## src/rtl/onewire_pkg.sv

```systemverilog
// Shared definitions for the 1-Wire bus master: command encodings,
// controller state encoding and standard-speed timing defaults.
package onewire_pkg;

    // Default timing values, all in microseconds except the clock rate.
    localparam int unsigned DEF_CLK_HZ    = 12_000_000;
    localparam int unsigned DEF_T_RSTL_US = 480;
    localparam int unsigned DEF_T_PDS_US  = 70;
    localparam int unsigned DEF_T_SLOT_US = 60;
    localparam int unsigned DEF_T_LOW1_US = 6;
    localparam int unsigned DEF_T_RS_US   = 15;
    localparam int unsigned DEF_T_REC_US  = 10;

    // Width of the per-phase microsecond counter; comfortably covers
    // the longest phase (reset low / recovery).
    localparam int unsigned US_CNT_W = 16;

    // Byte-level commands accepted on the command interface.
    typedef enum logic [1:0] {
        CMD_RESET    = 2'b00,
        CMD_WRITE    = 2'b01,
        CMD_READ     = 2'b10,
        CMD_READ_BIT = 2'b11
    } cmd_t;

    // Controller states; exported through the debug state output.
    typedef enum logic [2:0] {
        ST_IDLE     = 3'd0,
        ST_RST_LOW  = 3'd1,
        ST_RST_PDS  = 3'd2,
        ST_RST_REC  = 3'd3,
        ST_SLOT_LOW = 3'd4,
        ST_SLOT_REL = 3'd5,
        ST_SLOT_REC = 3'd6,
        ST_SPU      = 3'd7
    } state_t;

    // Convert a microsecond duration into the counter value seen on the
    // tick that completes that duration.
    function automatic logic [US_CNT_W-1:0] us_last(input int unsigned us);
        return US_CNT_W'(us - 1);
    endfunction

endpackage

```

## src/rtl/onewire_tick.sv

```systemverilog
// Microsecond prescaler: emits a one-cycle tick every DIV clocks.
// A restart pulse realigns the tick so the first tick after restart
// arrives exactly DIV clocks later.
module onewire_tick #(
    parameter int unsigned DIV = 12
) (
    input  logic clk,
    input  logic rst,
    input  logic restart,
    output logic tick
);

    localparam int unsigned CW = (DIV > 1) ? $clog2(DIV) : 1;
    localparam logic [CW-1:0] LAST = CW'(DIV - 1);

    logic [CW-1:0] cnt_q;

    assign tick = (cnt_q == LAST);

    // Free-running divider, cleared by reset, restart or wrap.
    always_ff @(posedge clk) begin
        if (!rst) begin
            cnt_q <= '0;
        end else if (restart || tick) begin
            cnt_q <= '0;
        end else begin
            cnt_q <= cnt_q + 1'b1;
        end
    end

endmodule

```

## src/rtl/onewire_master.sv

```systemverilog
// 1-Wire bus master for DS18B20-class sensors. Executes one byte-level
// command at a time (bus reset, write byte, read byte, read bit) and
// generates standard-speed slot timing from a microsecond tick.
//
// Command handshake: a command is accepted on a clock edge where
// i_cmd_valid and o_cmd_ready are both high; o_cmd_ready is high only
// while idle, so commands offered while busy simply wait (no queuing).
// Completion is a single-cycle o_rsp_valid pulse, coincident with
// o_cmd_ready returning high.
module onewire_master
    import onewire_pkg::*;
#(
    parameter int unsigned CLK_HZ    = DEF_CLK_HZ,
    parameter int unsigned T_RSTL_US = DEF_T_RSTL_US,
    parameter int unsigned T_PDS_US  = DEF_T_PDS_US,
    parameter int unsigned T_SLOT_US = DEF_T_SLOT_US,
    parameter int unsigned T_LOW1_US = DEF_T_LOW1_US,
    parameter int unsigned T_RS_US   = DEF_T_RS_US,
    parameter int unsigned T_REC_US  = DEF_T_REC_US
) (
    input  logic       clk,
    input  logic       rst,
    input  logic       i_cmd_valid,
    output logic       o_cmd_ready,
    input  logic [1:0] i_cmd,
    input  logic [7:0] i_wdata,
    input  logic       i_spu,
    input  logic       i_spu_release,
    output logic       o_rsp_valid,
    output logic [7:0] o_rdata,
    output logic       o_presence,
    output logic       o_busy,
    input  logic       I_ONE_WIRE,
    output logic       O_ONE_WIRE,
    output logic       O_STRONG_PU,
    output logic [2:0] o_dbg_state
);

    localparam int unsigned TICK_DIV = CLK_HZ / 1_000_000;

    localparam logic [US_CNT_W-1:0] RSTL_LAST = us_last(T_RSTL_US);
    localparam logic [US_CNT_W-1:0] PDS_LAST  = us_last(T_PDS_US);
    localparam logic [US_CNT_W-1:0] SLOT_LAST = us_last(T_SLOT_US);
    localparam logic [US_CNT_W-1:0] LOW1_LAST = us_last(T_LOW1_US);
    localparam logic [US_CNT_W-1:0] RS_LAST   = us_last(T_RS_US);
    localparam logic [US_CNT_W-1:0] REC_LAST  = us_last(T_REC_US);

    state_t               state_q, state_d;
    cmd_t                 cmd_q;
    logic [7:0]           data_q;
    logic                 spu_q;
    logic [2:0]           bit_cnt_q;
    logic [US_CNT_W-1:0]  us_cnt_q;
    logic                 sync1_q, sync2_q;
    logic                 pres_q;
    logic                 ow_q;
    logic                 strong_pu_q;
    logic                 rsp_q;
    logic [7:0]           rdata_q;
    logic                 presence_q;

    logic                 tick;
    logic                 accept;
    logic                 cnt_clr;
    logic                 pres_sample;
    logic                 bit_sample;
    logic                 slot_end;
    logic                 done;
    logic                 is_read;
    logic                 last_bit;
    logic                 write_zero;
    logic [US_CNT_W-1:0]  low_last;
    logic                 drive_low_d;

    assign accept     = i_cmd_valid && (state_q == ST_IDLE);
    assign is_read    = (cmd_q == CMD_READ) || (cmd_q == CMD_READ_BIT);
    assign last_bit   = (cmd_q == CMD_READ_BIT) || (bit_cnt_q == 3'd7);
    // A write-0 holds the line low for the whole slot; everything else
    // (write-1 and reads) uses the short initiation pulse.
    assign write_zero = (cmd_q == CMD_WRITE) && !data_q[0];
    assign low_last   = write_zero ? SLOT_LAST : LOW1_LAST;

    assign o_cmd_ready = (state_q == ST_IDLE);
    assign o_busy      = (state_q != ST_IDLE);
    assign o_rsp_valid = rsp_q;
    assign o_rdata     = rdata_q;
    assign o_presence  = presence_q;
    assign O_ONE_WIRE  = ow_q;
    assign O_STRONG_PU = strong_pu_q;
    assign o_dbg_state = state_q;

    onewire_tick #(
        .DIV (TICK_DIV)
    ) u_tick (
        .clk     (clk),
        .rst     (rst),
        .restart (accept),
        .tick    (tick)
    );

    // Two-flop synchroniser for the asynchronous bus level; idles high.
    always_ff @(posedge clk) begin
        if (!rst) begin
            sync1_q <= 1'b1;
            sync2_q <= 1'b1;
        end else begin
            sync1_q <= I_ONE_WIRE;
            sync2_q <= sync1_q;
        end
    end

    // State register.
    always_ff @(posedge clk) begin
        if (!rst) begin
            state_q <= ST_IDLE;
        end else begin
            state_q <= state_d;
        end
    end

    // Next-state logic and per-cycle control strobes. The microsecond
    // counter runs across RST_PDS/RST_REC (measured from release) and
    // across SLOT_LOW/SLOT_REL (measured from slot start), so it is only
    // cleared where a new time reference begins.
    always_comb begin
        state_d     = state_q;
        cnt_clr     = 1'b0;
        pres_sample = 1'b0;
        bit_sample  = 1'b0;
        slot_end    = 1'b0;
        done        = 1'b0;
        case (state_q)
            ST_IDLE: begin
                cnt_clr = 1'b1;
                if (accept) begin
                    state_d = (i_cmd == CMD_RESET) ? ST_RST_LOW : ST_SLOT_LOW;
                end
            end
            ST_RST_LOW: begin
                if (tick && us_cnt_q == RSTL_LAST) begin
                    state_d = ST_RST_PDS;
                    cnt_clr = 1'b1;
                end
            end
            ST_RST_PDS: begin
                if (tick && us_cnt_q == PDS_LAST) begin
                    pres_sample = 1'b1;
                    state_d     = ST_RST_REC;
                end
            end
            ST_RST_REC: begin
                if (tick && us_cnt_q == RSTL_LAST) begin
                    state_d = ST_IDLE;
                    done    = 1'b1;
                end
            end
            ST_SLOT_LOW: begin
                if (tick && us_cnt_q == low_last) begin
                    if (write_zero) begin
                        state_d = ST_SLOT_REC;
                        cnt_clr = 1'b1;
                    end else begin
                        state_d = ST_SLOT_REL;
                    end
                end
            end
            ST_SLOT_REL: begin
                if (tick && us_cnt_q == RS_LAST && is_read) begin
                    bit_sample = 1'b1;
                end
                if (tick && us_cnt_q == SLOT_LAST) begin
                    state_d = ST_SLOT_REC;
                    cnt_clr = 1'b1;
                end
            end
            ST_SLOT_REC: begin
                if (tick && us_cnt_q == REC_LAST) begin
                    slot_end = 1'b1;
                    cnt_clr  = 1'b1;
                    if (!last_bit) begin
                        state_d = ST_SLOT_LOW;
                    end else if (cmd_q == CMD_WRITE && spu_q) begin
                        state_d = ST_SPU;
                    end else begin
                        state_d = ST_IDLE;
                        done    = 1'b1;
                    end
                end
            end
            ST_SPU: begin
                cnt_clr = 1'b1;
                if (i_spu_release) begin
                    state_d = ST_IDLE;
                    done    = 1'b1;
                end
            end
            default: begin
                state_d = ST_IDLE;
            end
        endcase
    end

    // Microsecond counter for the current timing reference.
    always_ff @(posedge clk) begin
        if (!rst || cnt_clr) begin
            us_cnt_q <= '0;
        end else if (tick) begin
            us_cnt_q <= us_cnt_q + 1'b1;
        end
    end

    // Bus drivers are registered from the next state so the line changes
    // on the same edge as the state, starting the cycle after accept.
    // Strong pull-up is only ever on in SPU, where the line is released.
    assign drive_low_d = (state_d == ST_RST_LOW) || (state_d == ST_SLOT_LOW);

    always_ff @(posedge clk) begin
        if (!rst) begin
            ow_q        <= 1'b1;
            strong_pu_q <= 1'b0;
        end else begin
            ow_q        <= !drive_low_d;
            strong_pu_q <= (state_d == ST_SPU);
        end
    end

    // Command capture, bit serialisation and result publication. Results
    // are published only at completion so they stay stable between
    // completions of the same command type.
    always_ff @(posedge clk) begin
        if (!rst) begin
            cmd_q      <= CMD_RESET;
            data_q     <= '0;
            spu_q      <= 1'b0;
            bit_cnt_q  <= '0;
            pres_q     <= 1'b0;
            rsp_q      <= 1'b0;
            rdata_q    <= '0;
            presence_q <= 1'b0;
        end else begin
            rsp_q <= done;
            if (accept) begin
                cmd_q     <= cmd_t'(i_cmd);
                data_q    <= i_wdata;
                spu_q     <= i_spu;
                bit_cnt_q <= '0;
            end else begin
                // Reads shift in at the top so that after eight LSB-first
                // bits the byte sits in natural order.
                if (bit_sample) begin
                    data_q <= {sync2_q, data_q[7:1]};
                end
                if (slot_end) begin
                    bit_cnt_q <= bit_cnt_q + 3'd1;
                    if (cmd_q == CMD_WRITE) begin
                        data_q <= {1'b0, data_q[7:1]};
                    end
                end
            end
            if (pres_sample) begin
                pres_q <= !sync2_q;
            end
            if (done) begin
                case (cmd_q)
                    CMD_RESET:    presence_q <= pres_q;
                    CMD_READ:     rdata_q    <= data_q;
                    CMD_READ_BIT: rdata_q    <= {7'd0, data_q[7]};
                    default:      ;
                endcase
            end
        end
    end

endmodule

```

## config.mk

```make
export PLATFORM = sky130hd
export DESIGN_NAME = onewire_master
export DESIGN_NICKNAME = d
export VERILOG_FILES = /design/src/rtl/onewire_pkg.sv /design/src/rtl/onewire_tick.sv /design/src/rtl/onewire_master.sv
export SDC_FILE = /design/constraint.sdc
export NUM_CORES = 1
export LEC_CHECK = 0
export CAP_MARGIN = 20
export CORE_ASPECT_RATIO = 1.25
export CORE_UTILIZATION = 50
export DETAILED_ROUTE_END_ITERATION = 16
export PLACE_DENSITY = 0.78
export SKIP_LAST_GASP = 1
export SLEW_MARGIN = 20
export SYNTH_ARGS = -nofsm -noshare
export SYNTH_HDL_FRONTEND = slang
export SYNTH_HIERARCHICAL = 1
export SYNTH_SLANG_ARGS = --single-unit
export TNS_END_PERCENT = 100
```

## constraint.sdc

```tcl
create_clock -name clk -period 2.48 [get_ports clk]
set_clock_uncertainty 0.15 [all_clocks]
set_input_delay 0.62 -clock clk [delete_from_list [all_inputs] [get_ports clk]]
set_output_delay 0.62 -clock clk [all_outputs]
set_load 0.01 [all_outputs]
```

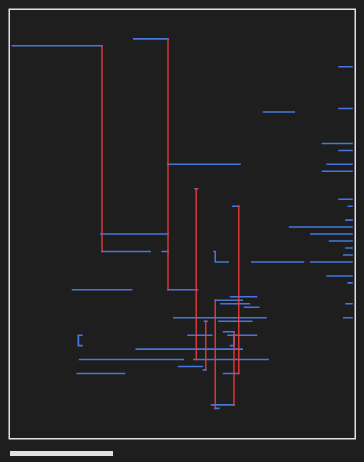
Fig. 1. Metal layers overlaid (run 1).
The bar under the picture is 20 µm long. Only two layers are drawn.
Key: red = M4 [wire length 200 µm]; blue = M3 [wire length 312 µm]
vias after detailed routing: 2413
total wire length: 6698 µm
drt wl/cell: 15.72 µm

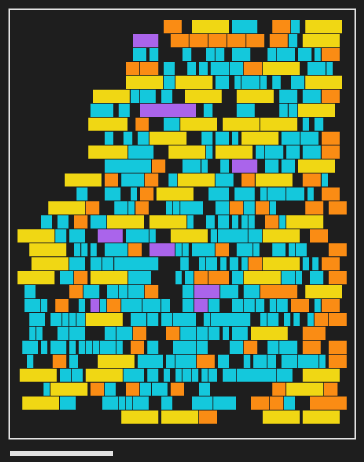
Fig. 2. Placed cells, one colour a class (run 1).
The bar under the picture is 20 µm long.
Key: yellow = registers [cells 52, share of their area 31%]; cyan = remaining logic cells [cells 235, share of their area 48%]; purple = clock drivers and dummy loads [cells 8, share of their area 3.3%]; orange = remaining buffers and delay cells [cells 69, share of their area 19%]

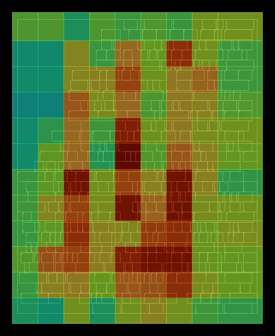
Fig. 3. Track usage over the die (run 1).
Total GRT Usage: 23.95%
met3 Use GR: 4.508%
final core occ: 68.45%

==> job_summary.md, run 1 <==
## Synthesis and layout report

| Metric | Value |
|---|---|
| Status | `complete, but fails checks` |
| Failing checks | `negative setup slack` |
| DR WL met3 | `312 µm` |
| Max FFs per register | `16` |
| Total Power | `1.660 mW` |
| Part of the power in combinational logic | `11.0%` |
| Gr busiest metal | `met2` |
| # hold bufs at CTS | `0` |
| Number of non-clock inverters | `5` |
| Tmin final | `2.540 ns` |
| Hpwl dp | `4429 µm` |
| Register area share after synthesis | `39.19%` |
| Worst R2R Path Depth | `9` |
| Inst Count DP | `408` |
| Fin Setup TNS | `-0.3662 ns` |
| Ys flop type | `dfxtp_1` |
| CTS tree | `built` |
| Pre-antenna DRT Iters | `4` |
| Setup slack after layout | `-0.06019 ns` |
| Final hold violations | `0` |
| CTS root buf | `clkbuf_8` |
| GP Congestion | `0.8827` |
| Max power group | `registers` |
| CTS clk-pin slew, worst paths | `0.10 ns` |
| Final setup viols | `17` |
| Worst setup path endpoint | `O_ONE_WIRE$_SDFF_PN1_` |
| Non-CTS buffers | `69` |
| PostCTS Resize Cnt | `5` |
| Post-route cell area | `0.003477 mm²` |
| Hold Path End | `sync2_q$_SDFF_PN1_` |
| Final nets | `385` |
| Die H | `83.49 µm` |
| Avg Vias per Cell | `5.664` |
| Logic share of the area | `45.92%` |
| Crit. End Element | `flop` |
| Top Metal Used | `met4` |
| Seq power | `0.882 mW` |
| Largest stage delay, worst path | `0.45 ns` |
| Top cell area share | `39.19%` |
run 1: cell usage in the layout, fill, tap and decap left out, types with 3 or more instances in the layout:
master and instances:
nand2b_1 8, nor2_2 10, o21ai_0 8, inv_1 5
and2_1 3, ha_1 5, xnor2_1 8, and3_1 3
nor2_1 23, nand3_1 6, nand4_1 7, nand4b_1 3
nor3_1 5, o211ai_1 3, clkbuf_8 5, buf_4 34
nand3b_1 8, nor4_1 4, a21oi_1 14, clkdlybuf4s50_1 31
a21boi_0 5, dfxtp_1 50, mux2i_1 14, a31oi_1 3
nand2_1 40, xor2_1 8, nor4b_1 3
run 1: synthesized netlist by cell type, types with 8 or more instances:
| library cell | number |
|---|---|
| o21ai_0 | 8 |
| dfxtp_1 | 52 |
| nor2_1 | 23 |
| xnor2_1 | 8 |
| nand3b_1 | 8 |
| a21oi_1 | 14 |
| mux2i_1 | 15 |
| clkbuf_1 | 10 |
| nor2_2 | 10 |
| nand2_1 | 41 |
| xor2_1 | 8 |
| nand2b_1 | 8 |
run 1: logic make-up after synthesis:
kind of cell               count (synthesis)  share of synthesized area [%]
and+or+nand+nor                          149                          32.03
DFF                                       52                          39.19
AOI/OAI and AO/OA                         41                          10.17
buffers and inverters                     22                          4.004
muxes                                     17                          6.500
xor gates and xnor gates                  16                          5.276
adders and majority gates                  6                          2.826
run 1: worst max-delay path: cells and delay by family, from the launching register on:
family                   cells  cell delay (ns)
adder cells (fa/ha/maj)      1             0.13
AND-OR/OR-AND                1             0.19
AND/OR/NAND/NOR              7             1.66
flip-flops                   1             0.37
Fig. 4: run 1, sequential cells grouped by signal name
The bar under the picture is 20 µm long.
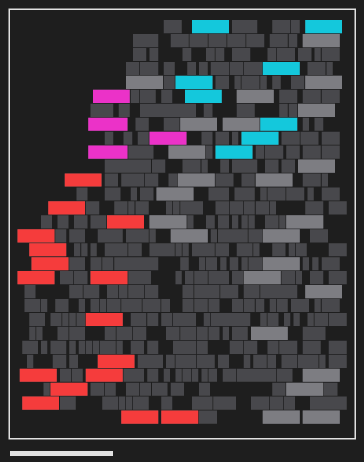

--- run 2 (diff from run 1) ---
CORE_MARGIN = 4   (was not set)
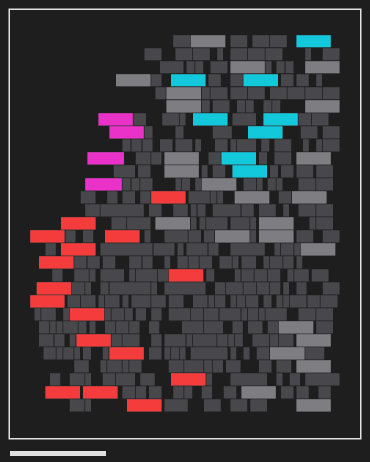
Fig. 5. Sequential cells grouped by signal name (run 2).
The bar under the picture is 20 µm long.
Key: red = us_cnt_q [placed flops 16]; magenta = u_tick/cnt_q [placed flops 4]; cyan = data_q [placed flops 8]

==> run 2 against run 1 <==
The flow still finishes with violations (negative setup slack). Hold slack worse by 0.0078 ns. Cell area decreased by 0.50%. Combinational power rose by 3%. First-iteration DRC count grew 46%. Via count decreased by 0.99%. Final cell count shrank 1.2%. Worst setup slack worse by 0.038 ns. Critical path depth is the same. Sequential power hardly changed. Maximum frequency decreased by 1.5%. Sequential share of layout area rose by 0.15 points. Largest power group unchanged.
==> job_summary.md, run 2 <==
## Synthesis and layout report

| Metric | Value |
|---|---|
| Cell family with the largest share of critical-path delay | `simple AND/OR/NAND/NOR gates` |
| # hold bufs at CTS | `0 (unchanged)` |
| Tmin final | `2.578 ns (+0.03779 ns)` |
| Hold Path End | `sync2_q$_SDFF_PN1_` |
| CTS clk-pin slew, worst paths | `0.10 ns (about the same)` |
| Most frequent logic cell in the layout | `dfxtp_1` |
| Seq power | `0.879 mW (about the same)` |
| Total Power | `1.678 mW (+1.1%)` |
| Most instantiated cells after synthesis | `52 x dfxtp_1, 41 x nand2_1, 23 x nor2_1` |
| Final nets | `380 (-1.3%)` |
| Starting Density | `51.92%` |
| Top cell area share | `39.19% (unchanged)` |
| Max FFs per register | `16 (unchanged)` |
| WP data required | `2.59 ns` |
| CTS tree | `built` |
| Avg Vias per Cell | `5.675 (+0.18%)` |
| Part of the power in combinational logic | `11.2% (+0.2 points)` |
| Register area share after synthesis | `39.19% (unchanged)` |
| Non-CTS buffers | `65 (-5.8%)` |
| PostCTS Resize Cnt | `4 (-1)` |
| Crit path buf inv count | `0 (unchanged)` |
| Setup slack after layout | `-0.09798 ns (-0.03779 ns)` |
| Max power group | `registers` |
| Fin Setup TNS | `-0.1052 ns (+0.2609 ns)` |
| Number of enable flip-flop cells | `0` |
| GP Congestion | `0.8856 (+0.33%)` |
| Failing checks | `negative setup slack` |
| Top-count cell post-synth | `dfxtp_1` |
| Crit. End Element | `flop` |
| Die H | `89.49 µm (+7.2%)` |
| Ys flop type | `dfxtp_1` |
| Hpwl dp | `4582 µm (+3.5%)` |
| Logic share of the area | `46.62% (+0.70 points)` |
| Final setup viols | `2 (-15)` |
| Status | `complete, but fails checks` |
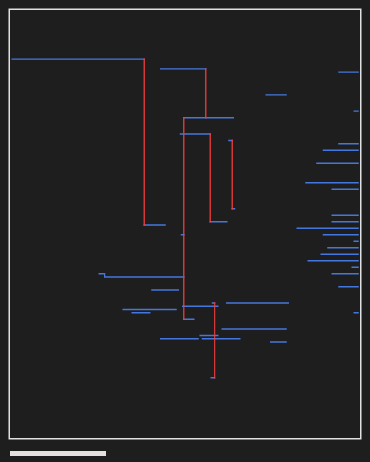
Fig. 6. Metal layers overlaid (run 2).
The bar under the picture is 20 µm long. Only two layers are drawn.
Key: blue = M3 [wire length 273 µm]; red = M4 [wire length 135 µm]
drt wl/cell: 15.19 µm
vias after detailed routing: 2389
total wire length: 6397 µm
Total GRT Usage: 20.38%

==> run 2: worst register-to-register path, cell delays in order, from the launching register on <==
cell and delay [ns]:
dfxtp_2 0.36, ha_4 0.13, nor2b_4 0.13, and2_4 0.15
nor4b_4 0.20, and4_4 0.29, or3b_1 0.36, a31oi_2 0.21
or4b_1 0.45, nand4b_1 0.09
==> run 2: per-stage QoR <==
| stage | area, µm² | setup slack (ns) |
|---|---|---|
| floorplan | 2703 | -0.06903 |
| global placement | 3237 | 0.0002922 |
| detailed placement | 3237 | -0.06903 |
| CTS | 3396 | -0.05995 |
| global route | 3460 | -0.2373 |
| finish | 3460 | -0.09798 |
==> run 2: cells by family (layout without fill, tap and decap cells) <==
kind of cell	count (synthesis)	in the layout	synth area share, %
AND-OR/OR-AND	41	41	10.17
XOR/XNOR	16	16	5.276
adder cells (fa/ha/maj)	6	6	2.826
buffers and inverters	22	78	4.004
flip-flops	52	52	39.19
multiplexers	17	17	6.500
AND/OR/NAND/NOR	149	149	32.03
==> run 2: per-layer routing <==
layer	vias up	global-route usage, %	share of wire (%)
met1	1151	24.19	43
li1	1169	-	-
met2	55	35.31	51
met4	0	9.564	2.1
met3	14	3.600	4.3
met5	-	0	0
==> run 2: worst max path at each step <==
stage | end | depth (start not counted) | slack, ns
finish | O_ONE_WIRE$_SDFF_PN1_ | 9 | -0.1
global route | O_ONE_WIRE$_SDFF_PN1_ | 9 | -0.24
CTS | O_ONE_WIRE$_SDFF_PN1_ | 9 | -0.06
detailed placement | O_ONE_WIRE$_SDFF_PN1_ | 9 | -0.07
global placement | O_ONE_WIRE$_SDFF_PN1_ | 7 | 0.0003
floorplan | O_ONE_WIRE$_SDFF_PN1_ | 10 | -0.07
--- run 3 (diff from run 2) ---
CORE_UTILIZATION = 49   (was 50)
PLACE_DENSITY = 0.77   (was 0.78)
SYNTH_HIERARCHICAL = not set   (was 1)
clock period = 2.3 ns   (was 2.48 ns; I/O delays follow)
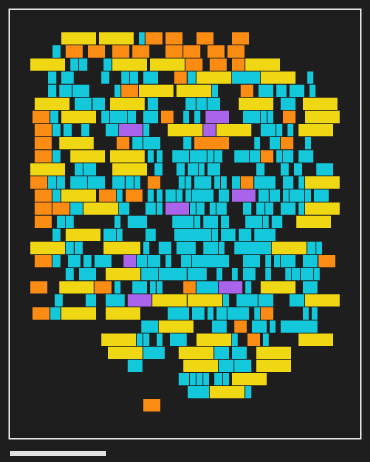
Fig. 7. Placed cells, one colour a class (run 3).
The bar under the picture is 20 µm long.
Key: cyan = remaining logic cells [cells 226, share of their area 49%]; orange = remaining buffers and delay cells [cells 47, share of their area 14%]; yellow = registers [cells 52, share of their area 34%]; purple = clock drivers and dummy loads [cells 8, share of their area 3.2%]
Core Area: 0.005080 mm²
Site Rows: 29
flop share of the area: 33.00%

==> run 3 against run 2 <==
The run now ends clean. Routed wire length fell by 14%. Die size is 1.4% lower. Non-clock buffer count down 18. Final cell count down 6.2%. Area after synthesis decreased by 3.5%.
==> job_summary.md, run 3 <==
## Synthesis and layout report

| Metric | Value |
|---|---|
| Status | `finished clean` |
| CTS H-Tree Depth | `2` |
| CTS clk-pin slew, worst paths | `0.10 ns (about the same)` |
| WP data required | `2.39 ns (-0.20 ns)` |
| Drt wl/cell | `13.98 µm (-8.0%)` |
| Crit. End Element | `flop` |
| Hpwl dp | `4192 µm (-8.5%)` |
| Reg area | `0.001042 mm²` |
| CTS tree | `built` |
| WP depth | `8 (-1)` |
| Hold WS | `0.2709 ns` |
| Crit path buf inv count | `1 (+1)` |
| Fin Setup TNS | `0 ns (+0.1052 ns)` |
| Most frequent logic cell in the layout | `dfxtp_1` |
| Hold Path End | `sync2_q$_SDFF_PN1_` |
| Post-Place Cell Area | `0.003007 mm² (-7.1%)` |
| Synth Cell Area | `0.002562 mm²` |
| GP Congestion | `0.8592 (-3.0%)` |
| Ys cells | `291` |
| Hold Path Origin | `sync1_q$_SDFF_PN1_` |
| Avg Vias per Cell | `5.552 (-2.2%)` |
| Syn avg cell area | `8.806 µm²` |
| Cell family with the largest share of critical-path delay | `simple AND/OR/NAND/NOR gates` |
| Final nets | `354 (-6.8%)` |
| Total Power | `1.671 mW (-0.42%)` |
| Final setup viols | `0 (-2)` |
| Most instantiated cells after synthesis | `52 x dfxtp_1, 36 x nor2_1, 28 x nand2_1` |
| Top Layout Cells | `51 x dfxtp_1, 36 x nor2_1, 32 x clkdlybuf4s50_1` |
| Post-route cell area | `0.003158 mm² (-8.7%)` |
| Reg-to-reg slack, setup | `0.08 ns` |
| Port buffer count | `32` |
| Final hold violations | `0` |
| Ys flop type | `dfxtp_1` |
| Tmin final | `2.219 ns (-0.3595 ns)` |
| Max FFs per register | `16 (unchanged)` |
| RSZ-0062 raised after global routing | `yes` |
| First-pass GRT wire length | `9190 µm` |
| Top-count cell post-synth | `dfxtp_1` |
| Worst setup path endpoint | `O_ONE_WIRE$_SDFF_PN1_` |
| Total wire length | `5523 µm (-14%)` |
| Setup slack after layout | `0.08148 ns (+0.1795 ns)` |
| Setup slack after placement | `0.02002 ns (+0.08905 ns)` |
| Vias after detailed routing | `2193 (-8.2%)` |
| Yosys warning tally | `0` |
| Top cell area share | `40.63% (+1.4 points)` |
| Number of enable flip-flop cells | `0 (unchanged)` |
| Register area share after synthesis | `40.62% (+1.4 points)` |
| Total GRT Usage | `18.19% (-2.2 points)` |
| Die H | `88.85 µm (-0.72%)` |
| Starting Density | `50.44% (-1.5 points)` |
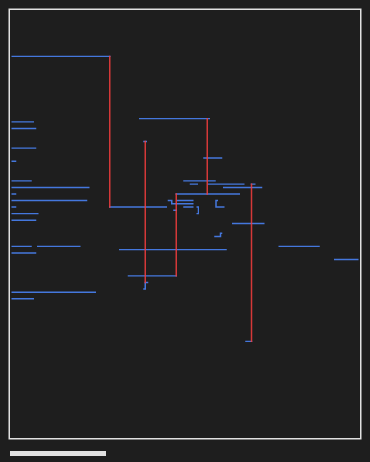
Fig. 8. Metal layers overlaid (run 3).
The bar under the picture is 20 µm long. Only two layers are drawn.
Key: blue = M3 [wire length 260 µm]; red = M4 [wire length 126 µm]

[run 3: cell count changes in the layout (fill, tap and decap cells not counted), moves of 4 or more]
cell | before | now
buf_4 | 31 | 14
a21oi_1 | 14 | 7
mux2i_1 | 15 | 11
o21ai_0 | 8 | 17
nand3_1 | 6 | 16
nand2b_1 | 8 | 3
nand2_1 | 40 | 28
nor2_1 | 23 | 36
nor2_2 | 10 | 0
[run 3: cell type report]
cell class,count,share of cell area (%)
clock inverters,2,0.4754
clock buffers,6,2.615
well taps,62,2.456
inverters,8,0.9509
flip-flops and latches,52,33.00
repair buffers,47,14.10
multi-input cells,218,46.39
[run 3: kinds of logic (layout without fill, tap and decap cells)]
kind of cell / Yosys count / in the layout / share of synthesized area [%]
XOR/XNOR: 18 / 18 / 6.152
adder cells (fa/ha/maj): 6 / 6 / 2.930
flip-flops: 52 / 52 / 40.63
AND/OR/NAND/NOR: 134 / 134 / 29.49
multiplexers: 12 / 12 / 4.736
buffers and inverters: 21 / 63 / 3.467
AND-OR/OR-AND: 48 / 48 / 12.60
[run 3: timing repair]
| item | 4_1_cts | 5_1_grt |
|---|---|---|
| endpoints found under the setup margin | 2 | 20 |
| hold buffers | 0 | 0 |
| gates resized | 2 | 7 |
| pin swaps | 0 | 2 |
| setup buffers | 0 | 1 |
[run 3: metal layers]
metal	GRT usage [%]	routed length, µm	vias to the layer above
li1	-	-	1103
met1	19.65	2240	1022
met2	33.83	2897	57
met3	3.977	259	11
met4	7.550	125	0
met5	0	0	-
[run 3: report_power, final]
part           switching [mW]  internal [mW]  leakage, nW
Sequential             0.0243          0.926        0.423
Clock                   0.299          0.244       0.0434
Combinational          0.0867         0.0909        0.700
Total                   0.410           1.26         1.17

==> gallery <==
Gate families picked out.
Plate I
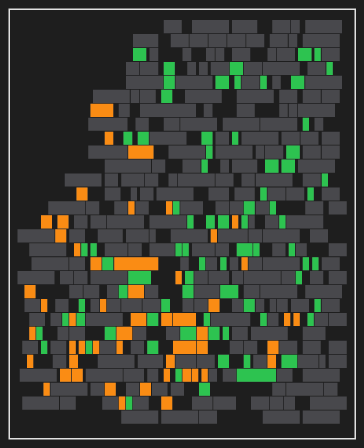
Plate II
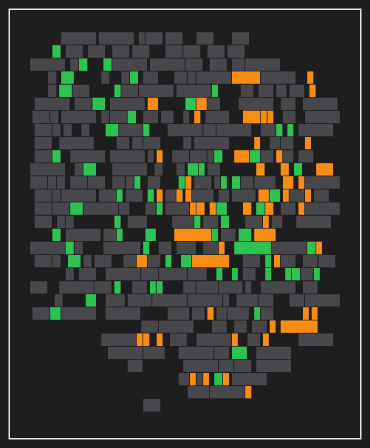
run 3 -> Plate II
run 1 -> Plate I

Key to Plate I:
Key: orange = nor cells [cells 52, most used nor2_1]; green = nand cells [cells 76, most used nand2_1]

No activity file was given, so power comes from the tool's default toggle rates.
